Fig. 1: met1 routing
Bar = 20 um. Supply wires on this layer in grey.
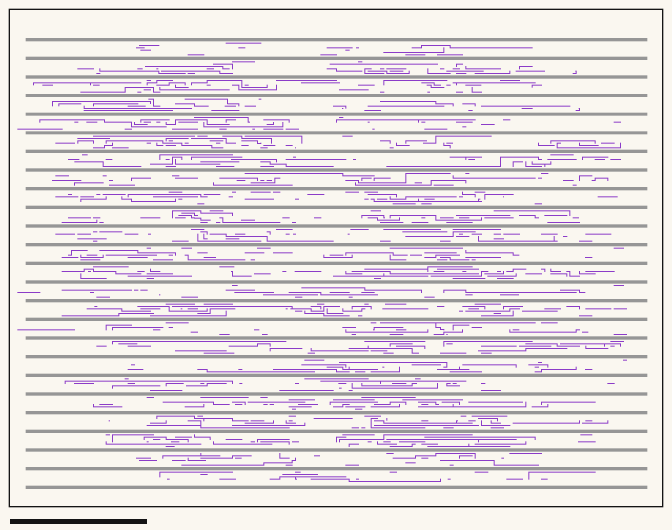
Fig. 2: M2 wires
Cells faint in the background.
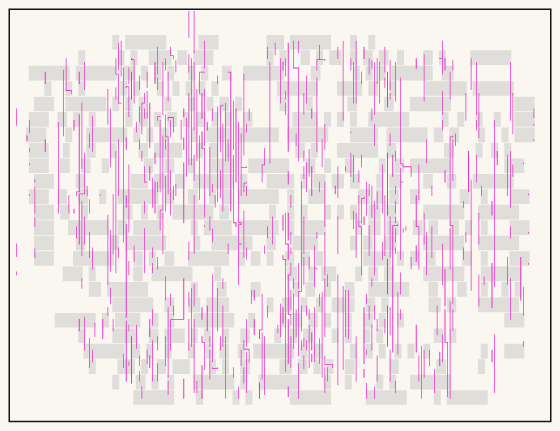
Fig. 3: met3 routing
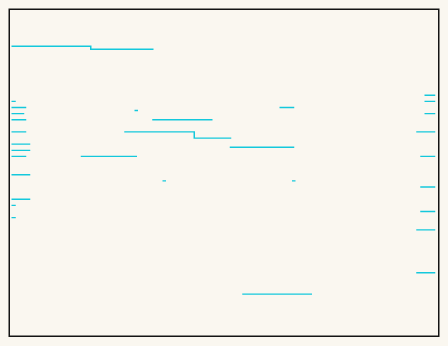
Fig. 4: placement by cell class
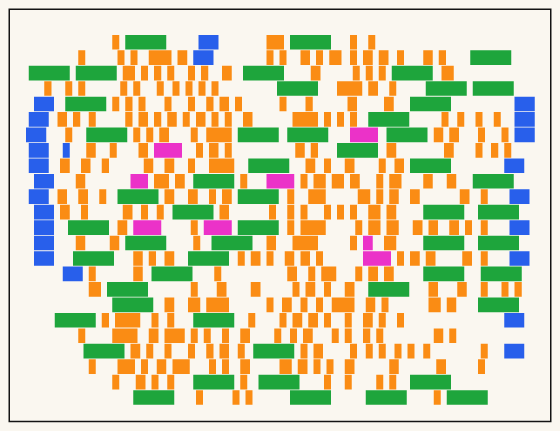
Design uart_rx_tx, sky130hd; sources not shown.
==> flow_summary.html <==
<h2>Implementation results</h2>
<table>
<tr><th>Metric</th><th>Value</th></tr>
<tr><th colspan="2">Global routing</th></tr>
<tr><td>Overall overflow remaining after global route</td><td>0</td></tr>
<tr><td>First-pass GRT wire length</td><td>9950 um</td></tr>
<tr><td>Largest net degree at the start of global routing</td><td>23</td></tr>
<tr><th colspan="2">Clock tree</th></tr>
<tr><td>Number of buffers inserted for hold repair after clock tree synthesis</td><td>0</td></tr>
<tr><td>Buffers inserted by post-CTS timing repair</td><td>0</td></tr>
<tr><td>CTS tree</td><td>done</td></tr>
<tr><td>Clock Sink Count</td><td>53</td></tr>
<tr><td>Reg clk slew, reported paths</td><td>100 ps</td></tr>
<tr><td>Gates resized, CTS repair</td><td>0</td></tr>
<tr><td>Num CTS Buffers</td><td>5</td></tr>
<tr><th colspan="2">Logic synthesis</th></tr>
<tr><td>Cell count in the Yosys report</td><td>356</td></tr>
<tr><td>Ys flops</td><td>53</td></tr>
<tr><td>Synthesized area divided by synthesized cell count</td><td>6.99 um2</td></tr>
<tr><td>Cell Type Count</td><td>26</td></tr>
<tr><td>Cell type with the highest aggregate area in the netlist</td><td>sky130_fd_sc_hd__dfxtp_1</td></tr>
<tr><td>Dominant flop cell</td><td>sky130_fd_sc_hd__dfxtp_1</td></tr>
<tr><td>Synthesized area</td><td>2490 um2</td></tr>
<tr><td>Number of flops mapped to enable cells by yosys</td><td>0</td></tr>
<tr><th colspan="2">Job</th></tr>
<tr><td>Total tool warning count</td><td>27</td></tr>
<tr><td>Number of maximum-capacitance constraint violations</td><td>0</td></tr>
<tr><th colspan="2">Final layout</th></tr>
<tr><td>Invs w/o clock</td><td>45</td></tr>
<tr><td>Number of logic gates</td><td>250</td></tr>
<tr><td>Sequential cell count</td><td>53</td></tr>
<tr><td>Post-layout instance area</td><td>2880 um2</td></tr>
<tr><td>Share of cell area taken by multi-input logic gates</td><td>0.422</td></tr>
<tr><td>Commonest non-fill, non-tap cell in the layout</td><td>sky130_fd_sc_hd__nor2_1</td></tr>
<tr><td>ClkCell Share</td><td>0.0335</td></tr>
<tr><td>Dominant class by area</td><td>multi-input combinational cells</td></tr>
<tr><td>Top Layout Cells</td><td>sky130_fd_sc_hd__nor2_1 (63), sky130_fd_sc_hd__nand2_1 (61), sky130_fd_sc_hd__dfxtp_1 (53)</td></tr>
<tr><td>Proportion of final cell area spent on non-clock buffers</td><td>0.0813</td></tr>
<tr><td>Number of clock buffers in the layout</td><td>6</td></tr>
<tr><td>Fill cell instance count of the final layout</td><td>789</td></tr>
<tr><td>Layout-stage area growth over the synthesis result</td><td>15.7%</td></tr>
<tr><td>Register area</td><td>1060 um2</td></tr>
<tr><th colspan="2">Final timing</th></tr>
<tr><td>Max Transition Viols Final</td><td>0</td></tr>
<tr><td>Relative slew margins</td><td>0.371</td></tr>
<tr><td>Tightest Pin Transition</td><td>943 ps</td></tr>
<tr><td>Highest clock frequency the design can meet</td><td>374 MHz</td></tr>
<tr><td>Period minus WS final</td><td>2680 ps</td></tr>
<tr><td>Part of the cycle the worst path needs</td><td>0.743</td></tr>
<tr><td>Tightest hold margin</td><td>430 ps</td></tr>
<tr><td>Final setup vio count</td><td>0</td></tr>
<tr><td>Clock tree skew after final layout</td><td>7.01 ps</td></tr>
<tr><th colspan="2">Routing</th></tr>
<tr><td>DR iter-0 viols</td><td>67</td></tr>
<tr><td>Via-per-instance ratio</td><td>4.94</td></tr>
<tr><td>Count of TritonRoute iterations in the first routing pass</td><td>4</td></tr>
<tr><td>DRC Markers</td><td>0</td></tr>
<tr><th colspan="2">Floorplanning</th></tr>
<tr><td>Die Y-Extent</td><td>72.3 um</td></tr>
<tr><td>Core area</td><td>5920 um2</td></tr>
<tr><td>Tap cells</td><td>78</td></tr>
<tr><td>Top-level I/O count</td><td>24</td></tr>
<tr><td>Die X-Extent</td><td>95.1 um</td></tr>
<tr><td>Share of the core filled by cells before placement</td><td>0.421</td></tr>
<tr><th colspan="2">Outcome</th></tr>
<tr><td>Status</td><td>finished clean</td></tr>
<tr><th colspan="2">Power</th></tr>
<tr><td>Power per cell area</td><td>575 nW/um2</td></tr>
<tr><td>Peak supply drop</td><td>297 uV</td></tr>
<tr><td>LEAKAGE</td><td>1.16 nW</td></tr>
<tr><th colspan="2">Placement</th></tr>
<tr><td>Placement Cell Area</td><td>2790 um2</td></tr>
<tr><td>Buffers on Ports</td><td>23</td></tr>
<tr><td>Hpwl dp</td><td>4340 um</td></tr>
<tr><th colspan="2">Critical path</th></tr>
<tr><td>Crit end category</td><td>flop</td></tr>
<tr><td>Setup crit start kind</td><td>input port</td></tr>
<tr><td>Largest fanout on the critical path</td><td>22</td></tr>
<tr><td>Worst Path Class, Setup</td><td>input port to flop</td></tr>
<tr><td>Count of buffering cells on the critical path with inverters included</td><td>3</td></tr>
<tr><td>CP delay by family, top</td><td>buffers and inverters</td></tr>
<tr><td>Worst reg-to-reg path cell count</td><td>6</td></tr>
<tr><td>Biggest cell delay along the critical path</td><td>700 ps</td></tr>
<tr><td>Worst-path cell chain</td><td>dlygate4sd3_1 &gt; clkbuf_1 &gt; inv_1 &gt; nand3_1 &gt; nor2_1</td></tr>
</table>
-- Fig. 1 (at the start) --
wire length on this layer = 2,980 um
share of all routed wire = 52%
total length of routed wires: 5680 um
Global Route met1 Usage: 0.264
total number of vias: 2,263

-- Fig. 2 (at the start) --
wire length on this layer = 2,480 um
main direction = vertical
longest straight run = 30.6 um
nets with wire on the layer = 330
grt met2 use: 0.276

-- Fig. 3 (at the start) --
share of all routed wire = 3.1%
main direction = horizontal
nets with wire on the layer = 25
met3 Usage GRT: 0.0426

-- Fig. 4 (at the start) --
clock drivers and dummy loads -> magenta  # cells 8, share of their area 3.5%
remaining buffers and delay cells -> blue  # cells 24, share of their area 8.4%
registers -> green  # cells 53, share of their area 38%
remaining logic cells -> orange  # cells 295, share of their area 50%
utilization of the core after routing: 0.487
FP Rows: 24

power by group:
group / leakage [nW] / internal [mW] / switching, mW
clock: 0.0512 / 0.156 / 0.202
combinational: 0.678 / 0.189 / 0.380
sequential: 0.431 / 0.654 / 0.0742
per-layer routing:
metal  global-route usage  vias up  wire length (um)
met5                    0        -                 0
li1                     -     1193                 -
met3               0.0426        9               174
met1                0.264     1028              2980
met4               0.0419        0                53
met2                0.276       33              2480
synth_stat cells, types with 2 or more instances:
library cell and number:
sky130_fd_sc_hd__nor2_1 63, sky130_fd_sc_hd__nand2_1 61, sky130_fd_sc_hd__nor2_4 2, sky130_fd_sc_hd__o21ai_0 32
sky130_fd_sc_hd__xor2_1 2, sky130_fd_sc_hd__dfxtp_1 53, sky130_fd_sc_hd__a21oi_1 35, sky130_fd_sc_hd__buf_2 3
sky130_fd_sc_hd__nor3_1 5, sky130_fd_sc_hd__inv_1 41, sky130_fd_sc_hd__or2_2 4, sky130_fd_sc_hd__nand4_1 10
sky130_fd_sc_hd__nand3_1 21, sky130_fd_sc_hd__clkbuf_1 5, sky130_fd_sc_hd__ha_1 8
kinds of logic (layout without fill, tap and decap cells):
| kind of cell | Yosys count | count (layout) | synth area share |
|---|---|---|---|
| buffers and inverters | 53 | 77 | 0.0840 |
| DFF | 53 | 53 | 0.426 |
| AOI/OAI and AO/OA | 69 | 69 | 0.141 |
| adders and majority gates | 8 | 8 | 0.0402 |
| xor gates and xnor gates | 3 | 3 | 0.0106 |
| and+or+nand+nor | 170 | 170 | 0.298 |
per-stage QoR:
stage,cells,utilization,total power [mW]
after CTS,458,0.488,1.67
after global placement,450,0.472,1.28
after detailed placement,450,0.472,1.31
after floorplan,348,-,1.13
after global routing,458,0.487,1.79
final,458,0.487,1.66
Power figures rest on the tool's default switching activity, not on a simulated workload.
